$ cat src/rtl/seq_mult_unit.sv
// seq_mult_unit: iterative shift-add multiplier, one multiplier bit per clock.
// Unsigned ops use plain add-and-shift; signed ops use radix-2 Booth recoding.
// With EARLY_EXIT=1, an unsigned op stops once the unconsumed multiplier bits
// are all zero and finishes the product alignment with a single wide shift.
//
// Ports:
//   clk, Reset_n          clock, async active-low reset
//   in_valid/in_ready     operand handshake (accepted only in IDLE)
//   in_signed, in_a, in_b operand mode, multiplicand, multiplier
//   out_valid/out_ready   product handshake (held in DONE until out_ready)
//   out_product           full 2*WIDTH product, holds last value in IDLE
//   busy                  high in CALC or DONE
//   iter_count            iterations completed for the current op
module seq_mult_unit #(
  parameter int WIDTH      = 32,
  parameter bit EARLY_EXIT = 1'b0,
  parameter int CW         = $clog2(WIDTH+1)
) (
  input  logic               clk,
  input  logic               Reset_n,
  input  logic               in_valid,
  output logic               in_ready,
  input  logic               in_signed,
  input  logic [WIDTH-1:0]   in_a,
  input  logic [WIDTH-1:0]   in_b,
  output logic               out_valid,
  input  logic               out_ready,
  output logic [2*WIDTH-1:0] out_product,
  output logic               busy,
  output logic [CW-1:0]      iter_count
);

  typedef enum logic [1:0] {IDLE, CALC, DONE} state_t;

  localparam logic [CW-1:0] LAST = CW'(WIDTH-1);
  localparam logic [CW-1:0] FULL = CW'(WIDTH);

  state_t           state, state_nx;
  logic [WIDTH:0]   hi, hi_nx;       // one guard bit so Booth sums never overflow
  logic [WIDTH-1:0] lo, lo_nx;
  logic [WIDTH-1:0] mcand;
  logic [WIDTH-1:0] mrem, mrem_nx;   // original in_b >> k: bits not yet consumed
  logic             q_m1, q_nx;
  logic             sgn;
  logic [CW-1:0]    cnt_nx;
  logic [WIDTH:0]   acc;
  logic [WIDTH:0]   addend;
  logic [CW-1:0]    sh;

  assign in_ready  = (state == IDLE);
  assign busy      = (state != IDLE);
  assign out_valid = (state == DONE);

  always_ff @(posedge clk or negedge Reset_n) begin
    if (!Reset_n) begin
      state       <= IDLE;
      hi          <= '0;
      lo          <= '0;
      mcand       <= '0;
      mrem        <= '0;
      q_m1        <= 1'b0;
      sgn         <= 1'b0;
      iter_count  <= '0;
      out_product <= '0;
    end else begin
      state      <= state_nx;
      hi         <= hi_nx;
      lo         <= lo_nx;
      mrem       <= mrem_nx;
      q_m1       <= q_nx;
      iter_count <= cnt_nx;
      if (state == IDLE && in_valid) begin
        mcand <= in_a;
        sgn   <= in_signed;
      end
      // Product register is loaded once, so it stays stable through DONE and IDLE.
      if (state == CALC && state_nx == DONE)
        out_product <= {hi_nx[WIDTH-1:0], lo_nx};
    end
  end

  always_comb begin
    state_nx = state;
    hi_nx    = hi;
    lo_nx    = lo;
    mrem_nx  = mrem;
    q_nx     = q_m1;
    cnt_nx   = iter_count;
    acc      = hi;
    addend   = sgn ? {mcand[WIDTH-1], mcand} : {1'b0, mcand};
    sh       = FULL - iter_count;
    case (state)
      IDLE: begin
        if (in_valid) begin
          state_nx = CALC;
          hi_nx    = '0;
          lo_nx    = in_b;
          mrem_nx  = in_b;
          q_nx     = 1'b0;
          cnt_nx   = '0;
        end
      end
      CALC: begin
        if (EARLY_EXIT && !sgn && mrem == '0) begin
          // Remaining iterations would add nothing; do all their shifts at once.
          {hi_nx, lo_nx} = {hi, lo} >> sh;
          state_nx       = DONE;
        end else begin
          if (sgn) begin
            case ({lo[0], q_m1})
              2'b10:   acc = hi - addend;
              2'b01:   acc = hi + addend;
              default: acc = hi;
            endcase
          end else if (lo[0]) begin
            acc = hi + addend;
          end
          // Arithmetic shift for signed, logical for unsigned.
          hi_nx   = {sgn & acc[WIDTH], acc[WIDTH:1]};
          lo_nx   = {acc[0], lo[WIDTH-1:1]};
          q_nx    = lo[0];
          mrem_nx = mrem >> 1;
          cnt_nx  = iter_count + CW'(1);
          if (iter_count == LAST) state_nx = DONE;
        end
      end
      DONE: begin
        if (out_ready) state_nx = IDLE;
      end
      default: state_nx = IDLE;
    endcase
  end

endmodule

$ cat config.mk
export PLATFORM = sky130hd
export DESIGN_NAME = seq_mult_unit
export DESIGN_NICKNAME = d
export VERILOG_FILES = /design/src/rtl/seq_mult_unit.sv
export SDC_FILE = /design/constraint.sdc
export NUM_CORES = 1
export LEC_CHECK = 0
export ABC_AREA = 0
export CORE_MARGIN = 5
export CORE_UTILIZATION = 57
export DETAILED_ROUTE_END_ITERATION = 7
export PLACE_DENSITY = 0.81
export SLEW_MARGIN = 5
export SYNTH_ARGS = -nofsm -noshare
export SYNTH_HDL_FRONTEND = slang
export SYNTH_SLANG_ARGS = --single-unit
$ cat constraint.sdc
create_clock -name clk -period 4.46 [get_ports clk]
set_clock_uncertainty 0.15 [all_clocks]
set_input_delay 0.446 -clock clk [delete_from_list [all_inputs] [get_ports clk]]
set_output_delay 0.446 -clock clk [all_outputs]
set_load 0.05 [all_outputs]
==> job_summary.md, run 1 <==
### Flow metrics

| Metric | Value |
|---|---|
| Outcome | `completed` |
| Critical path type | `register to register` |
| Register bank with the most flops | `out_product` |
| Commonest non-fill, non-tap cells in the layout | `nand2_1, dfrtp_1, clkdlybuf4s50_1, o21ai_0, a21oi_1` |
| First-pass GRT wire length | `65300 µm` |
| Slew Viols, Final | `0` |
| Hold/Removal Path Class | `register to register` |
| Buf/Inv on CP | `0` |
| Met3 Use GR | `6.52%` |
| Dominant comb cell | `AND-OR/OR-AND gates` |
| Hold depth | `2` |
| Comb/total area | `approximately half` |
| Root Driver | `clkbuf_16` |
| Unrepaired setup endpoints after global routing | `no` |
| GR peak layer | `met2` |
| Chip Area, Yosys | `between 10000 and 15000 µm²` |
| Setup crit end | `out_product[52]$_DFFE_PN0P_` |
| Fin crit share | `between 80% and 90%` |
| Nonclk buf count | `about 170` |
| Post-Route WL | `40900 µm` |
| Antenna diode count | `0` |
| RR Endpoint | `out_product[52]$_DFFE_PN0P_` |
| Final hold violations | `0` |
| Synthesized flop and latch total | `171` |
| Top cells by count | `nand2_1, dfrtp_1, o21ai_0, a21oi_1, nor2_1` |
| Seq/total area | `a little under a third` |
| Clock-cell share | `about 4.6%` |
| Top Registers | `out_product x64, hi x33` |
| Setup Viol. Count Final | `0` |
| Hold Path Origin | `out_product[3]$_DFFE_PN0P_` |
| XOR Share, Synth | `between 2 and 3%` |
| Syn avg cell area | `slightly above 8 µm²` |
| Fin worst setup slack | `~0.6 ns` |
| # resized after CTS | `0` |
| Clk buf depth | `2` |
| Finished layout cell area | `roughly 14000 µm²` |
| Nets | `~1700` |
| Grt met1 use | `48.2%` |
| Tally of filler cells in the layout | `1624` |
| Worst reg-to-reg path cell count | `10` |
| Reg2reg start | `hi[9]$_DFF_PN0_` |
| Mapped Nets | `between 1500 and 2000` |
| Drt initial violations | `1254` |
| Cells in synth_stat.txt | `1463` |
| Uppermost routed layer | `met4` |
| Largest net degree at the start of global routing | `about 91` |
| Placer Congestion | `around 1.0` |
| TritonCTS clock tree | `done` |
| Signal buf overhead | `about an eighth` |
| Post-synth ARST share | `100%` |
| Max FO, Critical Path | `9` |
| Cell type with the largest total area | `dfrtp_1` |
| Highest-count logic cell in the final layout | `nand2_1` |
| Pre-Repair DR Iteration Count | `6` |
| CP arrival | `about 4.0 ns` |
| Number of enable flip-flop cells | `0` |
| I/O pin cnt | `between 100 and 150` |
| CTS H-tree depth | `4` |
| Area of the multi-input gates | `6950 µm²` |
| AND-OR/OR-AND Cells, Area Fraction | `26.1%` |
| Remaining DRCs | `0` |
| Worst Tran Pin Value | `between 1 and 1.5 ns` |
| Die area | `between 20000 and 25000 µm²` |
| Top cell category | `logic gates` |
| Hold_buf cts | `1` |
| FMAX | `~0.26 GHz` |
| Min cycle time layout | `between 3 and 4 ns` |
| Max Cap Violations | `0` |
| Post-Place Cells | `about 1800` |
| Synth Seq Share | `36.2%` |
| Setup TNS after final layout | `0 ns` |
| Synth Cell Area | `11800 µm²` |
| CP most frequent cell | `a21oi_1` |
| Registers | `about 170` |
| Area grow syn2layout | `19.8%` |
| CP Launch Point | `hi[9]$_DFF_PN0_` |
| Post-Syn Instances | `around 1500` |
| Dpl hpwl | `just under 30000 µm` |
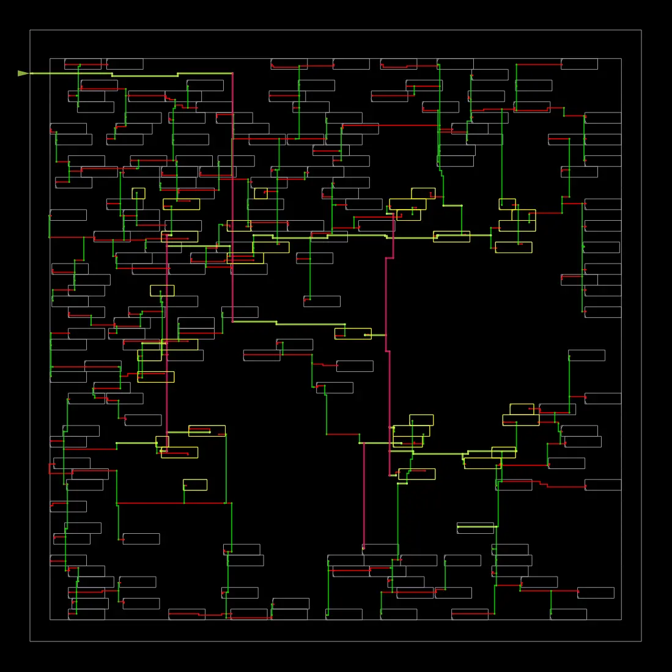
Fig. 1. Clock routing (run 1).
# clock sinks: 171
Late-Pin Clk Latency: 0.45 ns
clock buffer count: 17
cts bufs inserted: 17

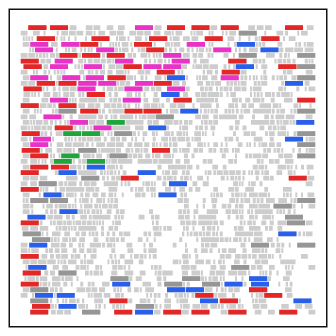
Fig. 2. Sequential cells coloured by netlist name (run 1).
Other sequential cells in the stronger grey, the rest of the logic in the fainter grey.
hi -> blue  # flops 33, where all over the die
out_product -> red  # flops 64, where all over the die
iter_count -> green  # flops 6, where middle left
lo -> magenta  # flops 32
Sequential cell area: 4280 µm²
final core utilization: 69.6%

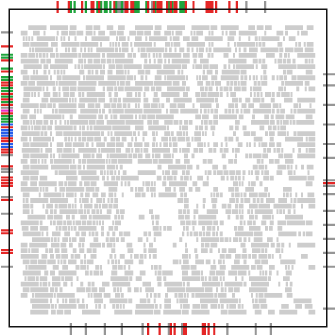
Fig. 3. Pin placement (run 1).
Pins as bars across the die edge, other pins in grey.
out_product -> red  # pins 64, direction output, edge 29 top, 24 left, 10 bottom, 1 right
in_b -> green  # pins 32, direction input, edge 20 top, 12 left
out_ready -> magenta  # pins 1, direction input, edge left
iter_count -> blue  # pins 6, direction output, edge left
all pins by edge = 55 top, 51 left, 20 bottom, 16 right

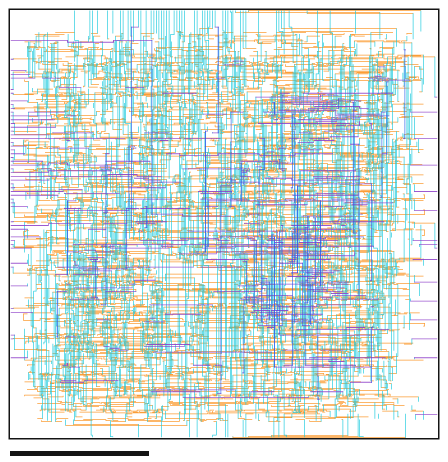
Fig. 4. Wiring by layer (run 1).
Bar = 50 µm.
met3 -> purple  # wire length 3580 µm
met2 -> cyan  # wire length 18300 µm
met4 -> blue  # wire length 1520 µm
met1 -> orange  # wire length 17500 µm
via count: 11900
routed wire length per instance: 22.2 µm
all-layer global routing usage: 34.2%

--- run 2 (diff from run 1) ---
CAP_MARGIN = 5   (was default)
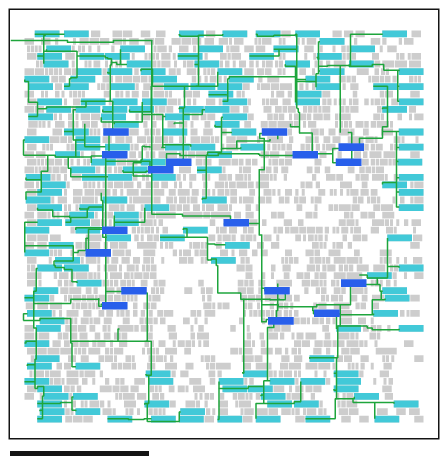
Fig. 5. Clock network drawn from the DEF (run 2).
Bar = 50 µm.
clock wires -> green  # length 2350 µm
flip-flops -> cyan  # count 171
cells driving clock nets -> blue  # count 17
routed clock nets = 18

==> job_summary.md, run 2 <==
### Flow metrics

| Metric | Value |
|---|---|
| Sequential cell area | `4280 µm² (unchanged)` |
| Inverters | `~72` |
| Seq/total area | `30.2% (unchanged)` |
| Primary FF master, synth | `dfrtp_1` |
| Register bank with the most flops | `out_product` |
| # clock sinks | `171 (unchanged)` |
| Clock buffer count | `17 (unchanged)` |
| WL met1 | `about 17000 µm` |
| Tool Warnings | `around 59` |
| Synth Seq Share | `36.2% (unchanged)` |
| Placed inst area | `13500 µm²` |
| Cells in synth_stat.txt | `1463 (unchanged)` |
| Hold/Removal Path Class | `register to register` |
| Chip Area, Yosys | `11800 µm² (unchanged)` |
| Met3 Use GR | `6.52% (unchanged)` |
| Final core utilization | `69.6% (unchanged)` |
| CP endpoint kind | `register` |
| CP arrival | `4.04 ns (about the same)` |
| Placer Congestion | `1.04 (unchanged)` |
| Post-Route WL | `40900 µm (unchanged)` |
| Via count | `11900 (unchanged)` |
| Final hold violations | `0 (unchanged)` |
| Clk pin slew, worst setup/hold paths | `about 0.080 ns` |
| Commonest non-fill, non-tap cells in the layout | `nand2_1, dfrtp_1, clkdlybuf4s50_1, o21ai_0, a21oi_1` |
| Clk buf depth | `2 (unchanged)` |
| Fin crit share | `86.6% (unchanged)` |
| Hold_buf cts | `1 (unchanged)` |
| Critical path type | `register to register` |
| Tapcells | `~270` |
| Worst reg-to-reg path cell count | `10 (unchanged)` |
| Global Route met2 Usage | `a little over half` |
| Core area | `between 20000 and 25000 µm²` |
| Tally of filler cells in the layout | `1624 (unchanged)` |
| Area grow syn2layout | `19.8% (unchanged)` |
| Root Driver | `clkbuf_16` |
| Synthesized flop and latch total | `171 (unchanged)` |
| Grt met1 use | `48.2% (unchanged)` |
| Hold depth | `2 (unchanged)` |
| Setup repair bufs after CTS | `0` |
| Pre-Repair DR Iteration Count | `6 (unchanged)` |
| Max FO, Critical Path | `9 (unchanged)` |
| GR peak layer | `met2` |
| Clock-cell share | `4.55% (unchanged)` |
| Synth Cell Area | `11800 µm² (unchanged)` |
| Top cells by count | `nand2_1, dfrtp_1, o21ai_0, a21oi_1, nor2_1` |
| Post-synth ARST share | `100% (unchanged)` |
| Buf/Inv on CP | `0 (unchanged)` |
| Initial antenna violation count | `0` |
| Largest net degree at the start of global routing | `91 (unchanged)` |
| Basic Gates by Area | `approximately a fifth` |
| All-layer global routing usage | `34.2% (unchanged)` |
| Reg2reg start | `hi[9]$_DFF_PN0_` |
| Layout Cells excl Fill | `1845` |
| Unrepaired setup endpoints after global routing | `no` |
| Top cell category | `logic gates` |
| Setup crit end | `out_product[52]$_DFFE_PN0P_` |
| Drt initial violations | `1254 (unchanged)` |
| Post-Syn Instances | `1463 (unchanged)` |
| Syn avg cell area | `8.09 µm² (unchanged)` |
| Slew HR | `29.9%` |
| Remaining DRCs | `0 (unchanged)` |
| AND-OR/OR-AND Cells, Area Fraction | `26.1% (unchanged)` |
| Crit start category | `register` |
| Worst Tran Pin Value | `1.05 ns (unchanged)` |
| Late-Pin Clk Latency | `0.45 ns (about the same)` |
| Top delay family on crit path | `AND-OR/OR-AND gates` |
| Top area cell types | `dfrtp_1, nand2_1, ha_1` |
| Highest-count logic cell in the final layout | `nand2_1` |
| Die area | `23700 µm² (unchanged)` |
| Nets | `1700 (unchanged)` |
| Slowest CP cell | `nor3_1` |
| Hold Path Sink | `out_product[3]$_DFFE_PN0P_` |
| Setup TNS after final layout | `0 ns (unchanged)` |
| Number of enable flip-flop cells | `0 (unchanged)` |
| Min cycle time layout | `3.86 ns (unchanged)` |
| Nonclk buf count | `174 (unchanged)` |
| Setup slack at placement | `about 0.65 ns` |
| I/O pin cnt | `142 (unchanged)` |
| TritonCTS clock tree | `done` |
| RR Endpoint | `out_product[52]$_DFFE_PN0P_` |
| Routed wire length per instance | `22.2 µm (unchanged)` |
| XOR Share, Synth | `2.96% (unchanged)` |
| Via density | `around 6.5` |
| Dpl hpwl | `29100 µm (unchanged)` |
| Met3 wire len | `3580 µm` |
| Fp util | `between 50 and 60%` |
| Post-Place Cells | `1812 (unchanged)` |
| Finished layout cell area | `14200 µm² (unchanged)` |
| Hold Path Origin | `out_product[3]$_DFFE_PN0P_` |
| Num rows | `52` |
| Cell Type Count | `~79` |
| Comb/total area | `49.0% (unchanged)` |
| Mapped Nets | `1601 (unchanged)` |
| CTS H-tree depth | `4 (unchanged)` |
| Count leader, synth | `nand2_1` |
| Synth top area share | `a little over a third` |
| Adder Share, Synth | `roughly 7.4%` |
| Slew Viols, Final | `0 (unchanged)` |
| Crit-path max cell delay | `about 0.56 ns` |
| Die Ht | `between 150 and 200 µm` |
| Registers | `171 (unchanged)` |
| First-pass GRT wire length | `65300 µm (unchanged)` |
| Max Cap Violations | `0 (unchanged)` |
| Outcome | `completed` |
| Flop-to-flop setup slack | `~0.6 ns` |
| CP Depth | `10` |
| Signal buf overhead | `12.0% (unchanged)` |
| MI comb cells | `1126` |
| # resized after CTS | `0 (unchanged)` |
| Uppermost routed layer | `met4` |
| Cell type with the largest total area | `dfrtp_1` |
| Area of the multi-input gates | `6950 µm² (unchanged)` |
| Top Registers | `out_product x64, hi x33` |
| Antenna diode count | `0 (unchanged)` |
| FMAX | `0.259 GHz (unchanged)` |
| Setup Viol. Count Final | `0 (unchanged)` |
| CP most frequent cell | `a21oi_1` |
| Fin worst setup slack | `0.598 ns (unchanged)` |
| CP Launch Point | `hi[9]$_DFF_PN0_` |
| Cts bufs inserted | `17 (unchanged)` |
| Dominant comb cell | `AND-OR/OR-AND gates` |
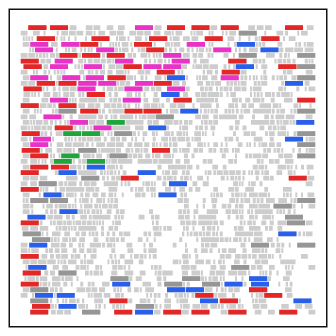
Fig. 6. Sequential cells coloured by netlist name (run 2).
Other sequential cells in the stronger grey, the rest of the logic in the fainter grey.
hi -> blue  # flops 33, where all over the die
lo -> magenta  # flops 32
out_product -> red  # flops 64, where all over the die
iter_count -> green  # flops 6, where middle left
not coloured = 36

